[src/rtl/alu_issue_pkg.sv]
// rtl/alu_issue_pkg.sv - opcodes, functs, flag indices, FSM/commit enums and field helpers for alu_issue_ctrl
package alu_issue_pkg;

  localparam logic [5:0] OP_RTYPE = 6'h00;
  localparam logic [5:0] OP_BEQ   = 6'h04;
  localparam logic [5:0] OP_BNE   = 6'h05;
  localparam logic [5:0] OP_ADDI  = 6'h08;
  localparam logic [5:0] OP_ADDIU = 6'h09;
  localparam logic [5:0] OP_SLTI  = 6'h0A;
  localparam logic [5:0] OP_SLTIU = 6'h0B;
  localparam logic [5:0] OP_ANDI  = 6'h0C;
  localparam logic [5:0] OP_ORI   = 6'h0D;
  localparam logic [5:0] OP_XORI  = 6'h0E;
  localparam logic [5:0] OP_LW    = 6'h23;
  localparam logic [5:0] OP_SW    = 6'h2B;

  localparam logic [5:0] FN_SLL  = 6'h00;
  localparam logic [5:0] FN_SRL  = 6'h02;
  localparam logic [5:0] FN_SRA  = 6'h03;
  localparam logic [5:0] FN_SLLV = 6'h04;
  localparam logic [5:0] FN_SRLV = 6'h06;
  localparam logic [5:0] FN_SRAV = 6'h07;
  localparam logic [5:0] FN_ADD  = 6'h20;
  localparam logic [5:0] FN_ADDU = 6'h21;
  localparam logic [5:0] FN_SUB  = 6'h22;
  localparam logic [5:0] FN_SUBU = 6'h23;
  localparam logic [5:0] FN_AND  = 6'h24;
  localparam logic [5:0] FN_OR   = 6'h25;
  localparam logic [5:0] FN_XOR  = 6'h26;
  localparam logic [5:0] FN_NOR  = 6'h27;
  localparam logic [5:0] FN_SLT  = 6'h2A;
  localparam logic [5:0] FN_SLTU = 6'h2B;

  localparam int FLAG_ZERO = 2;
  localparam int FLAG_OVF  = 1;
  localparam int FLAG_NEG  = 0;

  typedef enum logic [1:0] {IDLE, ISSUE, CAPTURE, COMMIT} state_e;

  // Outcome chosen in CAPTURE and replayed as a single pulse in COMMIT.
  typedef enum logic [2:0] {K_NONE, K_WB, K_BR, K_AGU, K_OVF, K_ILL} kind_e;

  function automatic logic [5:0] f_opcode(input logic [31:0] instr);
    return instr[31:26];
  endfunction

  function automatic logic [4:0] f_rs(input logic [31:0] instr);
    return instr[25:21];
  endfunction

  function automatic logic [4:0] f_rt(input logic [31:0] instr);
    return instr[20:16];
  endfunction

  function automatic logic [4:0] f_rd(input logic [31:0] instr);
    return instr[15:11];
  endfunction

  function automatic logic [5:0] f_funct(input logic [31:0] instr);
    return instr[5:0];
  endfunction

  function automatic logic [15:0] f_imm16(input logic [31:0] instr);
    return instr[15:0];
  endfunction

endpackage

[src/rtl/regfile_2r1w.sv]
// rtl/regfile_2r1w.sv - NREGS x XLEN register file, two async reads, one sync write, r0 reads zero
module regfile_2r1w #(
  parameter int NREGS = 32,
  parameter int XLEN  = 32,
  parameter int AW    = $clog2(NREGS)
) (
  input  logic            clk,
  input  logic            reset,
  input  logic            we,
  input  logic [AW-1:0]   waddr,
  input  logic [XLEN-1:0] wdata,
  input  logic [AW-1:0]   raddr1,
  input  logic [AW-1:0]   raddr2,
  output logic [XLEN-1:0] rdata1,
  output logic [XLEN-1:0] rdata2
);

  logic [XLEN-1:0] r_mem [NREGS];

  always_ff @(posedge clk) begin
    if (reset) begin
      for (int i = 0; i < NREGS; i++) r_mem[i] <= '0;
    end else if (we && (waddr != '0)) begin
      r_mem[waddr] <= wdata;
    end
  end

  assign rdata1 = (raddr1 == '0) ? '0 : r_mem[raddr1];
  assign rdata2 = (raddr2 == '0) ? '0 : r_mem[raddr2];

endmodule

[src/rtl/alu_issue_ctrl.sv]
// rtl/alu_issue_ctrl.sv - 4-cycle issue/capture/commit front end for the MIPS ALU
// Optional ALU_ISSUE_STATS_EN adds retired_count/ovf_count outputs.
module alu_issue_ctrl
  import alu_issue_pkg::*;
#(
  parameter int NREGS = 32,
  parameter int XLEN  = 32
) (
  input  logic            clk,
  input  logic            reset,
  input  logic            instr_valid,
  input  logic [31:0]     instr,
  output logic            instr_ready,
  output logic [31:0]     alu_instruction,
  output logic [XLEN-1:0] alu_reg1,
  output logic [XLEN-1:0] alu_reg2,
  input  logic [XLEN-1:0] alu_result,
  input  logic [2:0]      alu_flag,
  output logic            wb_valid,
  output logic [4:0]      wb_addr,
  output logic [XLEN-1:0] wb_data,
  output logic            branch_taken,
  output logic [31:0]     branch_offset,
  output logic            agu_valid,
  output logic            agu_is_store,
  output logic [XLEN-1:0] agu_addr,
  output logic [XLEN-1:0] agu_store_data,
  output logic            exc_ovf,
  output logic            exc_illegal
`ifdef ALU_ISSUE_STATS_EN
  ,
  output logic [15:0]     retired_count,
  output logic [15:0]     ovf_count
`endif
);

  state_e          r_state, w_next;
  kind_e           r_kind, w_kind;
  logic [4:0]      w_dest;
  logic            w_accept, w_commit;
  logic [XLEN-1:0] w_rd1, w_rd2;
  logic [31:0]     r_alu_instr;
  logic [XLEN-1:0] r_alu_reg1, r_alu_reg2;
  logic [4:0]      r_wb_addr;
  logic [XLEN-1:0] r_wb_data, r_agu_addr, r_agu_store_data;
  logic [31:0]     r_branch_offset;
  logic            r_agu_is_store;
  logic            w_unused_flag_neg;

  assign w_unused_flag_neg = alu_flag[FLAG_NEG];

  always_ff @(posedge clk) begin
    if (reset) r_state <= IDLE;
    else       r_state <= w_next;
  end

  always_comb begin
    w_next = r_state;
    case (r_state)
      IDLE:    if (instr_valid) w_next = ISSUE;
      ISSUE:   w_next = CAPTURE;
      CAPTURE: w_next = COMMIT;
      COMMIT:  w_next = IDLE;
      default: w_next = IDLE;
    endcase
  end

  assign instr_ready = (r_state == IDLE);
  assign w_accept    = instr_valid && instr_ready;
  assign w_commit    = (r_state == COMMIT);

  // Operands are read straight from the incoming word, so the previous commit's write is already visible.
  regfile_2r1w #(.NREGS(NREGS), .XLEN(XLEN)) u_rf (
    .clk    (clk),
    .reset  (reset),
    .we     (wb_valid),
    .waddr  (r_wb_addr),
    .wdata  (r_wb_data),
    .raddr1 (f_rs(instr)),
    .raddr2 (f_rt(instr)),
    .rdata1 (w_rd1),
    .rdata2 (w_rd2)
  );

  always_ff @(posedge clk) begin
    if (reset) begin
      r_alu_instr <= '0;
      r_alu_reg1  <= '0;
      r_alu_reg2  <= '0;
    end else if (w_accept) begin
      r_alu_instr <= instr;
      r_alu_reg1  <= w_rd1;
      r_alu_reg2  <= w_rd2;
    end
  end

  always_comb begin
    w_kind = K_ILL;
    w_dest = f_rd(r_alu_instr);
    case (f_opcode(r_alu_instr))
      OP_RTYPE: begin
        case (f_funct(r_alu_instr))
          FN_ADD, FN_SUB:
            w_kind = alu_flag[FLAG_OVF] ? K_OVF : K_WB;
          FN_ADDU, FN_SUBU, FN_AND, FN_OR, FN_XOR, FN_NOR, FN_SLT, FN_SLTU,
          FN_SLL, FN_SRL, FN_SRA, FN_SLLV, FN_SRLV, FN_SRAV:
            w_kind = K_WB;
          default: w_kind = K_ILL;
        endcase
      end
      OP_ADDI: begin
        w_kind = alu_flag[FLAG_OVF] ? K_OVF : K_WB;
        w_dest = f_rt(r_alu_instr);
      end
      OP_ADDIU, OP_SLTI, OP_SLTIU, OP_ANDI, OP_ORI, OP_XORI: begin
        w_kind = K_WB;
        w_dest = f_rt(r_alu_instr);
      end
      OP_BEQ:       w_kind = alu_flag[FLAG_ZERO] ? K_BR : K_NONE;
      OP_BNE:       w_kind = alu_flag[FLAG_ZERO] ? K_NONE : K_BR;
      OP_LW, OP_SW: w_kind = K_AGU;
      default:      w_kind = K_ILL;
    endcase
    if ((w_kind == K_WB) && (w_dest == 5'd0)) w_kind = K_NONE;
  end

  always_ff @(posedge clk) begin
    if (reset) begin
      r_kind           <= K_NONE;
      r_wb_addr        <= '0;
      r_wb_data        <= '0;
      r_branch_offset  <= '0;
      r_agu_is_store   <= 1'b0;
      r_agu_addr       <= '0;
      r_agu_store_data <= '0;
    end else if (r_state == CAPTURE) begin
      r_kind           <= w_kind;
      r_wb_addr        <= w_dest;
      r_wb_data        <= alu_result;
      r_branch_offset  <= {{14{r_alu_instr[15]}}, f_imm16(r_alu_instr), 2'b00};
      r_agu_is_store   <= (f_opcode(r_alu_instr) == OP_SW);
      r_agu_addr       <= alu_result;
      r_agu_store_data <= r_alu_reg2;
    end
  end

  assign alu_instruction = r_alu_instr;
  assign alu_reg1        = r_alu_reg1;
  assign alu_reg2        = r_alu_reg2;
  assign wb_valid        = w_commit && (r_kind == K_WB);
  assign branch_taken    = w_commit && (r_kind == K_BR);
  assign agu_valid       = w_commit && (r_kind == K_AGU);
  assign exc_ovf         = w_commit && (r_kind == K_OVF);
  assign exc_illegal     = w_commit && (r_kind == K_ILL);
  assign wb_addr         = r_wb_addr;
  assign wb_data         = r_wb_data;
  assign branch_offset   = r_branch_offset;
  assign agu_is_store    = r_agu_is_store;
  assign agu_addr        = r_agu_addr;
  assign agu_store_data  = r_agu_store_data;

`ifdef ALU_ISSUE_STATS_EN
  logic [15:0] r_retired, r_ovf_cnt;

  always_ff @(posedge clk) begin
    if (reset) begin
      r_retired <= '0;
      r_ovf_cnt <= '0;
    end else begin
      if (w_commit) r_retired <= r_retired + 16'd1;
      if (exc_ovf)  r_ovf_cnt <= r_ovf_cnt + 16'd1;
    end
  end

  assign retired_count = r_retired;
  assign ovf_count     = r_ovf_cnt;
`endif

endmodule

[config.mk]
export PLATFORM = sky130hd
export DESIGN_NAME = alu_issue_ctrl
export DESIGN_NICKNAME = d
export VERILOG_FILES = /design/src/rtl/alu_issue_pkg.sv /design/src/rtl/regfile_2r1w.sv /design/src/rtl/alu_issue_ctrl.sv
export SDC_FILE = /design/constraint.sdc
export NUM_CORES = 2
export LEC_CHECK = 0
export CAP_MARGIN = 15
export CORE_MARGIN = 8
export CORE_UTILIZATION = 55
export CTS_BUF_LIST = sky130_fd_sc_hd__clkbuf_16
export DETAILED_ROUTE_END_ITERATION = 6
export GPL_ROUTABILITY_DRIVEN = 0
export PLACE_DENSITY = 0.77
export SLEW_MARGIN = 20
export SYNTH_ARGS = -nofsm -noshare
export SYNTH_HDL_FRONTEND = slang
export SYNTH_SLANG_ARGS = --single-unit
[constraint.sdc]
create_clock -name clk -period 2.4 [get_ports clk]
set_input_delay 0.48 -clock clk [delete_from_list [all_inputs] [get_ports clk]]
set_output_delay 0.48 -clock clk [all_outputs]
set_load 0.01 [all_outputs]
### Clock distribution

Scale: 1.5 px per um.
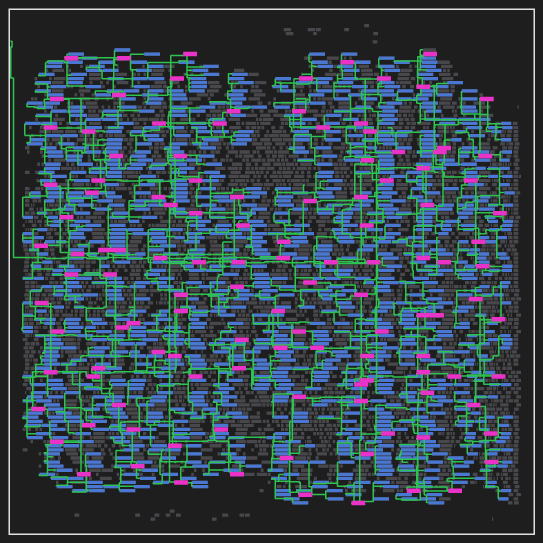
[flip-flops] blue | count: 1,211
[clock drivers] magenta | count: 121
[clock wires] green | length: 14,100 um
routed clock nets	122
Layout Skew: 0.03612 ns
reported clock group power: 19.4 mW

==> tab_implementation.tex <==
% Yosys + OpenROAD metrics
\begin{tabular}{lr}
\hline
Metric & Value \\
\hline
\multicolumn{2}{l}{\textbf{Power}} \\
Power density normalized to cell area & 743.5 nW/um\^{}2 \\
Switching pwr & 15.74 mW \\
Post-layout total power & 55.30 mW \\
Switching share of total power & 28.46\% \\
Power group with the highest consumption & sequential cells \\
Comb power & 10.7 mW \\
Sequential group share of total power & 45.6\% \\
\multicolumn{2}{l}{\textbf{Min path}} \\
Destination of the worst hold path & agu\_addr[0] \\
Hold Crit Depth & 3 \\
\multicolumn{2}{l}{\textbf{Layout}} \\
Commonest non-fill, non-tap cells in the layout & edfxtp\_1 (1,024), and2\_1 (996), buf\_4 (422) \\
Sequential cell count of the final layout & 1,211 \\
Max-area cell class & registers \\
Layout fillers & 7,529 \\
Fraction of layout instances using a drive strength above 1 & 25.97\% \\
Multi-Input Combinational & 2,651 \\
Number of flip-flops under the largest register name & 1,024 \\
Layout net count & 4,948 \\
Layout Cell Area excl Fill & 74,390 um\^{}2 \\
Clock distribution area overhead in the final layout & 5.445\% \\
Non-clock buffer contribution to total cell area & 12.64\% \\
Logic gate fraction of the total cell area & 32.97\% \\
Top reg by flops & u\_rf.r\_mem \\
Logic cell area & 24,520 um\^{}2 \\
Fraction of standard cell area that is sequential & 46.42\% \\
Post-synthesis to final-layout area growth & 21.98\% \\
Number of inverters outside the clock class in the layout & 4 \\
Clock buf count & 130 \\
Count of placed standard cells in the final layout, fillers left out & 6,474 \\
Commonest Layout Cell & edfxtp\_1 \\
ANT cells & 4 \\
Area taken by flip-flops and latches & 34,530 um\^{}2 \\
\multicolumn{2}{l}{\textbf{Final timing}} \\
Final worst hold slack & 0.2823 ns \\
Actual transition at the worst max-transition pin & 0.7906 ns \\
Post-route fraction of the period consumed by the critical path & 100.2\% \\
Number of failing setup endpoints in the final timing report & 1 \\
PnR worst setup slack & -0.004476 ns \\
Final Max Slew Viols & 0 \\
Final min period & 2.404 ns \\
Final hold violations & 0 \\
Achievable clock frequency & 0.4159 GHz \\
\multicolumn{2}{l}{\textbf{Logic synthesis}} \\
Synthesized area per cell & 14.09 um\^{}2 \\
Largest area contributor in the netlist & edfxtp\_1 \\
Total cells reported by yosys after synthesis & 4,327 \\
Flip-flops with a built-in enable & 1,024 \\
Distinct lib cells used & 56 \\
Share of the yosys chip area belonging to registers & 56.56\% \\
Largest cells by area & edfxtp\_1 (50\%), mux4\_2 (14\%), and2\_1 (10\%), dfxtp\_1 (6.1\%), mux2i\_1 (5.5\%) \\
Most frequent cell after synthesis & edfxtp\_1 \\
Flops after synth & 1,211 \\
Dominant cell area share & 50.42\% \\
Share of synthesized area spent on multiplexers & 19.99\% \\
Post-synthesis simple-gate area fraction & 13.08\% \\
Top post-synthesis cells by count & edfxtp\_1 (1,024), and2\_1 (998), mux4\_2 (384) \\
Fraction of the mapped netlist area in adder cells & 0.06155\% \\
Fraction of registers with async set or reset after synthesis & 0\% \\
Share of synthesized cell area in and-or and or-and compound cells & 6.350\% \\
Cell Area, Synth & 60,980 um\^{}2 \\
Main combinational cell family by area after synthesis & multiplexers \\
\multicolumn{2}{l}{\textbf{Die}} \\
Die Y-Extent & 349.0 um \\
Standard cell core area & 110,400 um\^{}2 \\
Total die size & 121,800 um\^{}2 \\
Die width & 349.0 um \\
I/O pin total & 306 \\
Initial Util & 55.26\% \\
Number of well taps & 1,488 \\
\multicolumn{2}{l}{\textbf{Critical path}} \\
Required time at the endpoint of the critical path & 1.92 ns \\
FF-to-FF setup slack & 0.03 ns \\
Capture point of the worst reg-to-reg path & u\_rf.r\_mem[10][29] \\
Destination of the critical timing path & wb\_addr[2] \\
Start of the worst register-to-register path & r\_state[1] \\
Number of stages on the worst setup path & 1 \\
Category of cells accounting for the largest share of critical-path delay & buffers and inverters \\
Crit Path Category & reg -> out \\
CP max FO & 6 \\
Crit start category & register \\
Largest stage delay on the critical path & 0.63 ns \\
Cells on worst reg2reg path & 9 \\
Endpoint type of the worst setup path & primary output \\
Critical Path AT & 1.92 ns \\
\multicolumn{2}{l}{\textbf{Routing}} \\
Total via count in the routed design & 44,040 \\
Routed met3 length & 32.84 mm \\
Highest metal layer with signal wires & met5 \\
Pre-antenna DRT Iters & 6 \\
DR vias/cell & 6.803 \\
Routed length on met2 & 95.02 mm \\
Length of routed wiring on met1 & 73.37 mm \\
\multicolumn{2}{l}{\textbf{Clock tree}} \\
Number of buffers on the longest clock path & 3 \\
CTS tree & done \\
Root Buffer & clkbuf\_16 \\
Count of hold buffers inserted by post-cts repair & 0 \\
Post-CTS repair timing setup buffer count & 1 \\
CTS H-Tree Depth & 3 \\
Source-to-sink clock delay at the later pin of the worst-skew pair & 0.74 ns \\
Clock buffers created by TritonCTS & 121 \\
TritonCTS Sinks & 1,211 \\
\multicolumn{2}{l}{\textbf{Flow run}} \\
Max-cap viol count & 0 \\
\multicolumn{2}{l}{\textbf{Global routing}} \\
Met2 Resource Use GR & 51.93\% \\
Met3 usage in global routing & 9.877\% \\
Global-route total usage across every layer & 34.69\% \\
Peak-usage layer in the global routing report & met2 \\
Number of antenna violations at the first check in global routing & 7 \\
Via count of the first global-routing pass & 43,502 \\
Total global routing overflow & 0 \\
First-pass GRT wire length & 306.1 mm \\
\multicolumn{2}{l}{\textbf{Run status}} \\
Outcome & complete, but fails checks \\
Failing checks & setup timing \\
\multicolumn{2}{l}{\textbf{Placement}} \\
Cell count after placement & 6,229 \\
Quantity of I/O buffers inserted on ports & 302 \\
Post-placement cell area & 70,050 um\^{}2 \\
HPWL reported at the end of detailed placement & 148.6 mm \\
\hline
\end{tabular}
### Routing congestion

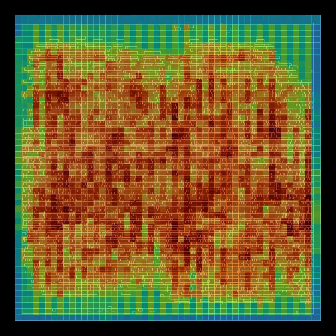
post-route core utilization: 67.40%
global-route met1 utilization: 44.41%
Avg WL per Cell: 33.73 um

No activity file was given, so power comes from the tool's default toggle rates.
